### src/rtl/pipe_ctrl_pkg.sv
`default_nettype none
// ============================================================================
// Module      : pipe_ctrl_pkg
// Description : Shared pipeline-control definitions: memory-op codes, the
//               invalid-register marker and the PC_ST_* FSM state encodings.
// Revision    : 1.0 - initial release
// ============================================================================
package pipe_ctrl_pkg;

    localparam logic [1:0] RWE_IDLE  = 2'd0;
    localparam logic [1:0] RWE_READ  = 2'd1;
    localparam logic [1:0] RWE_WRITE = 2'd2;

    localparam logic [3:0] REG_INVALID = 4'hF;

    typedef enum logic [1:0] {
        PC_ST_RUN      = 2'd0,
        PC_ST_LU_STALL = 2'd1,
        PC_ST_BR_FLUSH = 2'd2,
        PC_ST_ST_STALL = 2'd3
    } pc_state_e;

    // Pure 4-bit equality; the invalid marker never matches anything.
    function automatic logic reg_match(input logic [3:0] a, input logic [3:0] b);
        return (a != REG_INVALID) && (b != REG_INVALID) && (a == b);
    endfunction

endpackage
`default_nettype wire

### src/rtl/pipe_ctrl_hazard.sv
`default_nettype none
// ============================================================================
// Module      : pipe_ctrl_hazard
// Description : Combinational detection of load-use, structural and branch
//               events; no priority or state masking is applied here.
// Revision    : 1.0 - initial release
// ============================================================================
module pipe_ctrl_hazard
    import pipe_ctrl_pkg::*;
(
    input  logic [3:0] i_id_rs1,
    input  logic [3:0] i_id_rs2,
    input  logic [3:0] i_exe_wreg_addr,
    input  logic [1:0] i_exe_rwe,
    input  logic       i_exe_branch,
    input  logic [1:0] i_mem_rwe,
    output logic       o_lu,
    output logic       o_st,
    output logic       o_br
);

    assign o_lu = (i_exe_rwe == RWE_READ)
               && (reg_match(i_exe_wreg_addr, i_id_rs1)
                || reg_match(i_exe_wreg_addr, i_id_rs2));
    assign o_st = (i_mem_rwe != RWE_IDLE);
    assign o_br = i_exe_branch;

endmodule
`default_nettype wire

### src/rtl/pipe_ctrl.sv
`default_nettype none
// ============================================================================
// Module      : pipe_ctrl
// Description : Pipeline control FSM (RUN/LU_STALL/BR_FLUSH/ST_STALL) with
//               optional saturating performance counters (PIPE_CTRL_PERF_EN).
// Revision    : 1.0 - initial release
// ============================================================================
module pipe_ctrl
    import pipe_ctrl_pkg::*;
(
    input  logic        pci_clk,
    input  logic        pci_rst,
    input  logic [3:0]  pci_id_rs1,
    input  logic [3:0]  pci_id_rs2,
    input  logic [3:0]  pci_exe_wreg_addr,
    input  logic [1:0]  pci_exe_rwe,
    input  logic        pci_exe_branch,
    input  logic [1:0]  pci_mem_rwe,
    output logic        pco_pc_en,
    output logic        pco_pc_sel,
    output logic        pco_if_id_en,
    output logic        pco_if_id_flush,
    output logic        pco_id_exe_en,
    output logic [15:0] pco_stall_cnt,
    output logic [15:0] pco_flush_cnt,
    output logic [15:0] pco_struct_cnt
);

    pc_state_e r_state;
    pc_state_e w_state_nxt;
    logic      w_lu_raw;
    logic      w_st_raw;
    logic      w_br_raw;
    logic      w_ev_br;
    logic      w_ev_st;
    logic      w_ev_lu;

    pipe_ctrl_hazard u_hazard (
        .i_id_rs1        (pci_id_rs1),
        .i_id_rs2        (pci_id_rs2),
        .i_exe_wreg_addr (pci_exe_wreg_addr),
        .i_exe_rwe       (pci_exe_rwe),
        .i_exe_branch    (pci_exe_branch),
        .i_mem_rwe       (pci_mem_rwe),
        .o_lu            (w_lu_raw),
        .o_st            (w_st_raw),
        .o_br            (w_br_raw)
    );

    // EXE already holds the bubble in LU_STALL, so a second lu is ignored.
    assign w_ev_br = !pci_rst && w_br_raw;
    assign w_ev_st = !pci_rst && !w_br_raw && w_st_raw;
    assign w_ev_lu = !pci_rst && !w_br_raw && !w_st_raw && w_lu_raw
                  && (r_state != PC_ST_LU_STALL);

    always_comb begin
        pco_pc_en       = 1'b1;
        pco_pc_sel      = 1'b0;
        pco_if_id_en    = 1'b1;
        pco_if_id_flush = 1'b0;
        pco_id_exe_en   = 1'b1;
        w_state_nxt     = PC_ST_RUN;
        if (pci_rst) begin
            pco_pc_en       = 1'b0;
            pco_if_id_en    = 1'b0;
            pco_if_id_flush = 1'b1;
            pco_id_exe_en   = 1'b0;
        end else if (w_ev_br) begin
            pco_pc_sel      = 1'b1;
            pco_if_id_flush = 1'b1;
            pco_id_exe_en   = 1'b0;
            w_state_nxt     = PC_ST_BR_FLUSH;
        end else if (w_ev_st) begin
            pco_pc_en       = 1'b0;
            pco_if_id_flush = 1'b1;
            w_state_nxt     = PC_ST_ST_STALL;
        end else if (w_ev_lu) begin
            pco_pc_en       = 1'b0;
            pco_if_id_en    = 1'b0;
            pco_id_exe_en   = 1'b0;
            w_state_nxt     = PC_ST_LU_STALL;
        end
    end

    always_ff @(posedge pci_clk) begin
        if (pci_rst) begin
            r_state <= PC_ST_RUN;
        end else begin
            r_state <= w_state_nxt;
        end
    end

`ifdef PIPE_CTRL_PERF_EN
    logic [15:0] r_stall_cnt;
    logic [15:0] r_flush_cnt;
    logic [15:0] r_struct_cnt;

    always_ff @(posedge pci_clk) begin
        if (pci_rst) begin
            r_stall_cnt  <= 16'h0;
            r_flush_cnt  <= 16'h0;
            r_struct_cnt <= 16'h0;
        end else begin
            if (w_ev_lu && (r_stall_cnt != 16'hFFFF)) begin
                r_stall_cnt <= r_stall_cnt + 16'd1;
            end
            if (w_ev_br && (r_flush_cnt != 16'hFFFF)) begin
                r_flush_cnt <= r_flush_cnt + 16'd1;
            end
            if (w_ev_st && (r_struct_cnt != 16'hFFFF)) begin
                r_struct_cnt <= r_struct_cnt + 16'd1;
            end
        end
    end

    assign pco_stall_cnt  = r_stall_cnt;
    assign pco_flush_cnt  = r_flush_cnt;
    assign pco_struct_cnt = r_struct_cnt;
`else
    assign pco_stall_cnt  = 16'h0;
    assign pco_flush_cnt  = 16'h0;
    assign pco_struct_cnt = 16'h0;
`endif

endmodule
`default_nettype wire

### config.mk
export PLATFORM = sky130hd
export DESIGN_NAME = pipe_ctrl
export DESIGN_NICKNAME = d
export VERILOG_FILES = /design/src/rtl/pipe_ctrl_pkg.sv /design/src/rtl/pipe_ctrl_hazard.sv /design/src/rtl/pipe_ctrl.sv
export SDC_FILE = /design/constraint.sdc
export NUM_CORES = 1
export LEC_CHECK = 0
export ABC_AREA = 1
export CAP_MARGIN = 0
export CORE_UTILIZATION = 31
export DETAILED_ROUTE_END_ITERATION = 8
export GPL_TIMING_DRIVEN = 0
export PLACE_DENSITY = 0.95
export SLEW_MARGIN = 20
export SYNTH_ARGS = -nofsm -noshare
export SYNTH_HDL_FRONTEND = slang
export SYNTH_SLANG_ARGS = --single-unit
### constraint.sdc
create_clock -name pci_clk -period 2.1 [get_ports pci_clk]
set_input_delay 0.21 -clock pci_clk [delete_from_list [all_inputs] [get_ports pci_clk]]
set_output_delay 0.21 -clock pci_clk [all_outputs]
set_load 0.02 [all_outputs]
The metal 1 layer:
Bar = 10 µm.
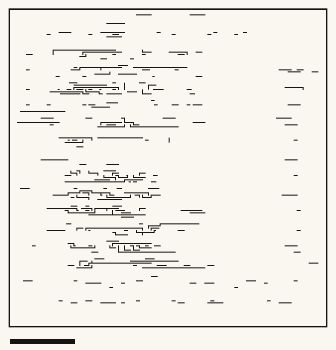
wire length on this layer = 461 µm
share of all routed wire = 34%
main direction = horizontal
nets with wire on the layer = 167
met1 GRT Util: 0.1055
detailed-route via count: 719
WL final: 1358 µm

M2 wires:
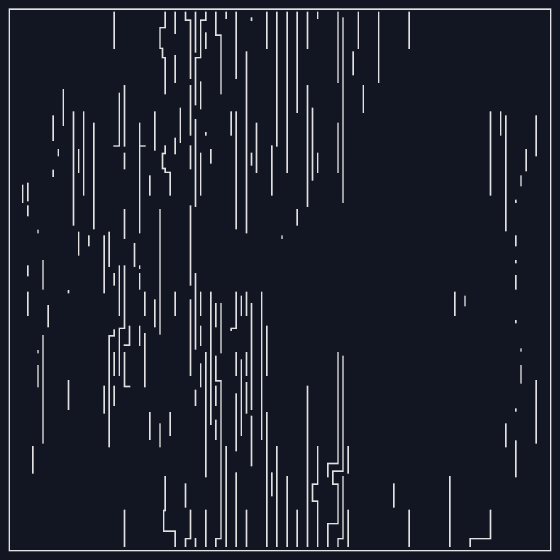
nets with wire on the layer = 155
main direction = vertical
share of all routed wire = 55%
longest straight run = 16.7 µm
wire length on this layer = 744 µm
met2 GRT Util: 0.2315

Metal 3:
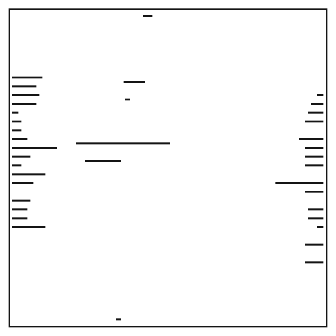
main direction = horizontal
longest straight run = 14.3 µm
routing usage on met3: 0.02804

cell type report:
class / instances / area share
inverters: 18 / 0.05902
clock buffers: 3 / 0.01967
flip-flops and latches: 2 / 0.03497
well taps: 27 / 0.02951
repair buffers: 23 / 0.2000
multi-input cells: 98 / 0.3421
plain buffers: 48 / 0.3148
where the power goes:
part           leakage, µW  switching, µW  internal, µW
sequential       0.0000167          0.579          40.7
combinational     0.000742            128           110
clock            0.0000138           21.8          63.0
critical path, stage by stage:
cell and delay (ns):
clkdlybuf4s50_1 0.41, or2_1 0.27, nor2_2 0.14, nand3_1 0.08, nor2_1 0.09, nand2_1 0.08
inv_1 0.07, nor2_1 0.04, dlygate4sd2_1 0.32
==> summary.txt <==
run results: Critical Path End=pco_id_exe_en, total negative slack=0 ns, Pre-Place Util=0.3366, Root Driver=clkbuf_4, Required @ worst endpoint=1.89 ns, number of flip-flops under the largest register name=2, crit path from=pci_exe_branch, grt total ovfl=0, Synth Area in Adders=0, GRT busiest layer=met2, post-CTS setup buffer count=0, DR DRC count=0, number of antenna violations at the first check in global routing=0, R2R Path End=r_state[0], Hold EP=r_state[1], buffers added on ports=23, Hold Crit Depth=2, Final GP Congestion=0.7842, Hold Crit Start=pci_rst, Cells after DPL=216, WHS=0.2882 ns, wire length of the first global-routing pass=2187 µm, count leader, synth=buf_4, critical path fanouts, max=3, Biggest register=r_state, Post-synth top flop=dfxtp_1, Tcrit/Tclk final=0.9160, Late-Pin Clk Latency=0.22 ns, Mapped Avg Cell Area=5.720 µm², Top Ports=72, top cells by area, synth=buf_4 (53%), nand2_1 (14%), inv_1 (9.9%), chip area=2387 µm², reg-to-reg slack, setup=1.35 ns, XOR/XNOR Area Share=0, FP Rows=16, NumNets Final=213, CTS tree=done, post-route ant nets=0, Pre-antenna DRT Iters=4, post-synthesis register bit count=2, pwr/cell area=317.5 nW/µm², met1 WL=461 µm, Final Hold Violation Tally=0, dpl hpwl=1223 µm, Die Y-Extent=48.86 µm, Synth Seq Share=0.05882, clock sink count=2, post-layout util=0.5662, Mapped Area=680.7 µm², Routed WL per cell=6.201 µm, Mux area share=0, CP Data Arrival Time=1.71 ns, Logic family by area=buffers and inverters, Simple Share, Synth=0.2996, vias in the first global route=578, area leader, netlist=buf_4, status=finished, final reports clean, reg2reg start=r_state[1], Final Total Pwr=363.5 µW, pre-CTS WS=-0.1190 ns, Post-Synth AOI/OAI Area=0.007353, Log Warnings=26, Dominant cell area share=0.5294, Final min period=1.924 ns, maximum buffer depth of the clock tree=2, total CTS buffers=3, R2R cell count=6, gr usage total=0.1137, tally of filler cells in the layout=210, pin count of the biggest net entering global routing=6, max-cap violation count=0, YS warnings=0, # Cells Yosys=119, Gate Area=391.6 µm², Final Slew Violations=0, Cell Area, Placed=1121 µm², Final Setup Violations=0, Worst setup EP type=output pin, via/cell ratio=3.283, leak pwr=0.0007725 µW, clk_skew=0.001308 ns, share of cells above drive strength 1=0.2813, CP Launch Type=input pin, PostCTS Resize Cnt=3, die width=48.86 µm, H-tree depth=1, met3 WL=111 µm, fin area=1145 µm², biggest regs=r_state (2), Hold Crit Class=input pin to register, Worst-path clk slew=0.03 ns, Starting DRT DRC Count=13, Synth top cells by count=buf_4 (48), nand2_1 (26), inv_1 (18), DR top layer=met4, count of library flops with an enable pin=0, Core Area=2022 µm²
No activity file was given, so power comes from the tool's default toggle rates.
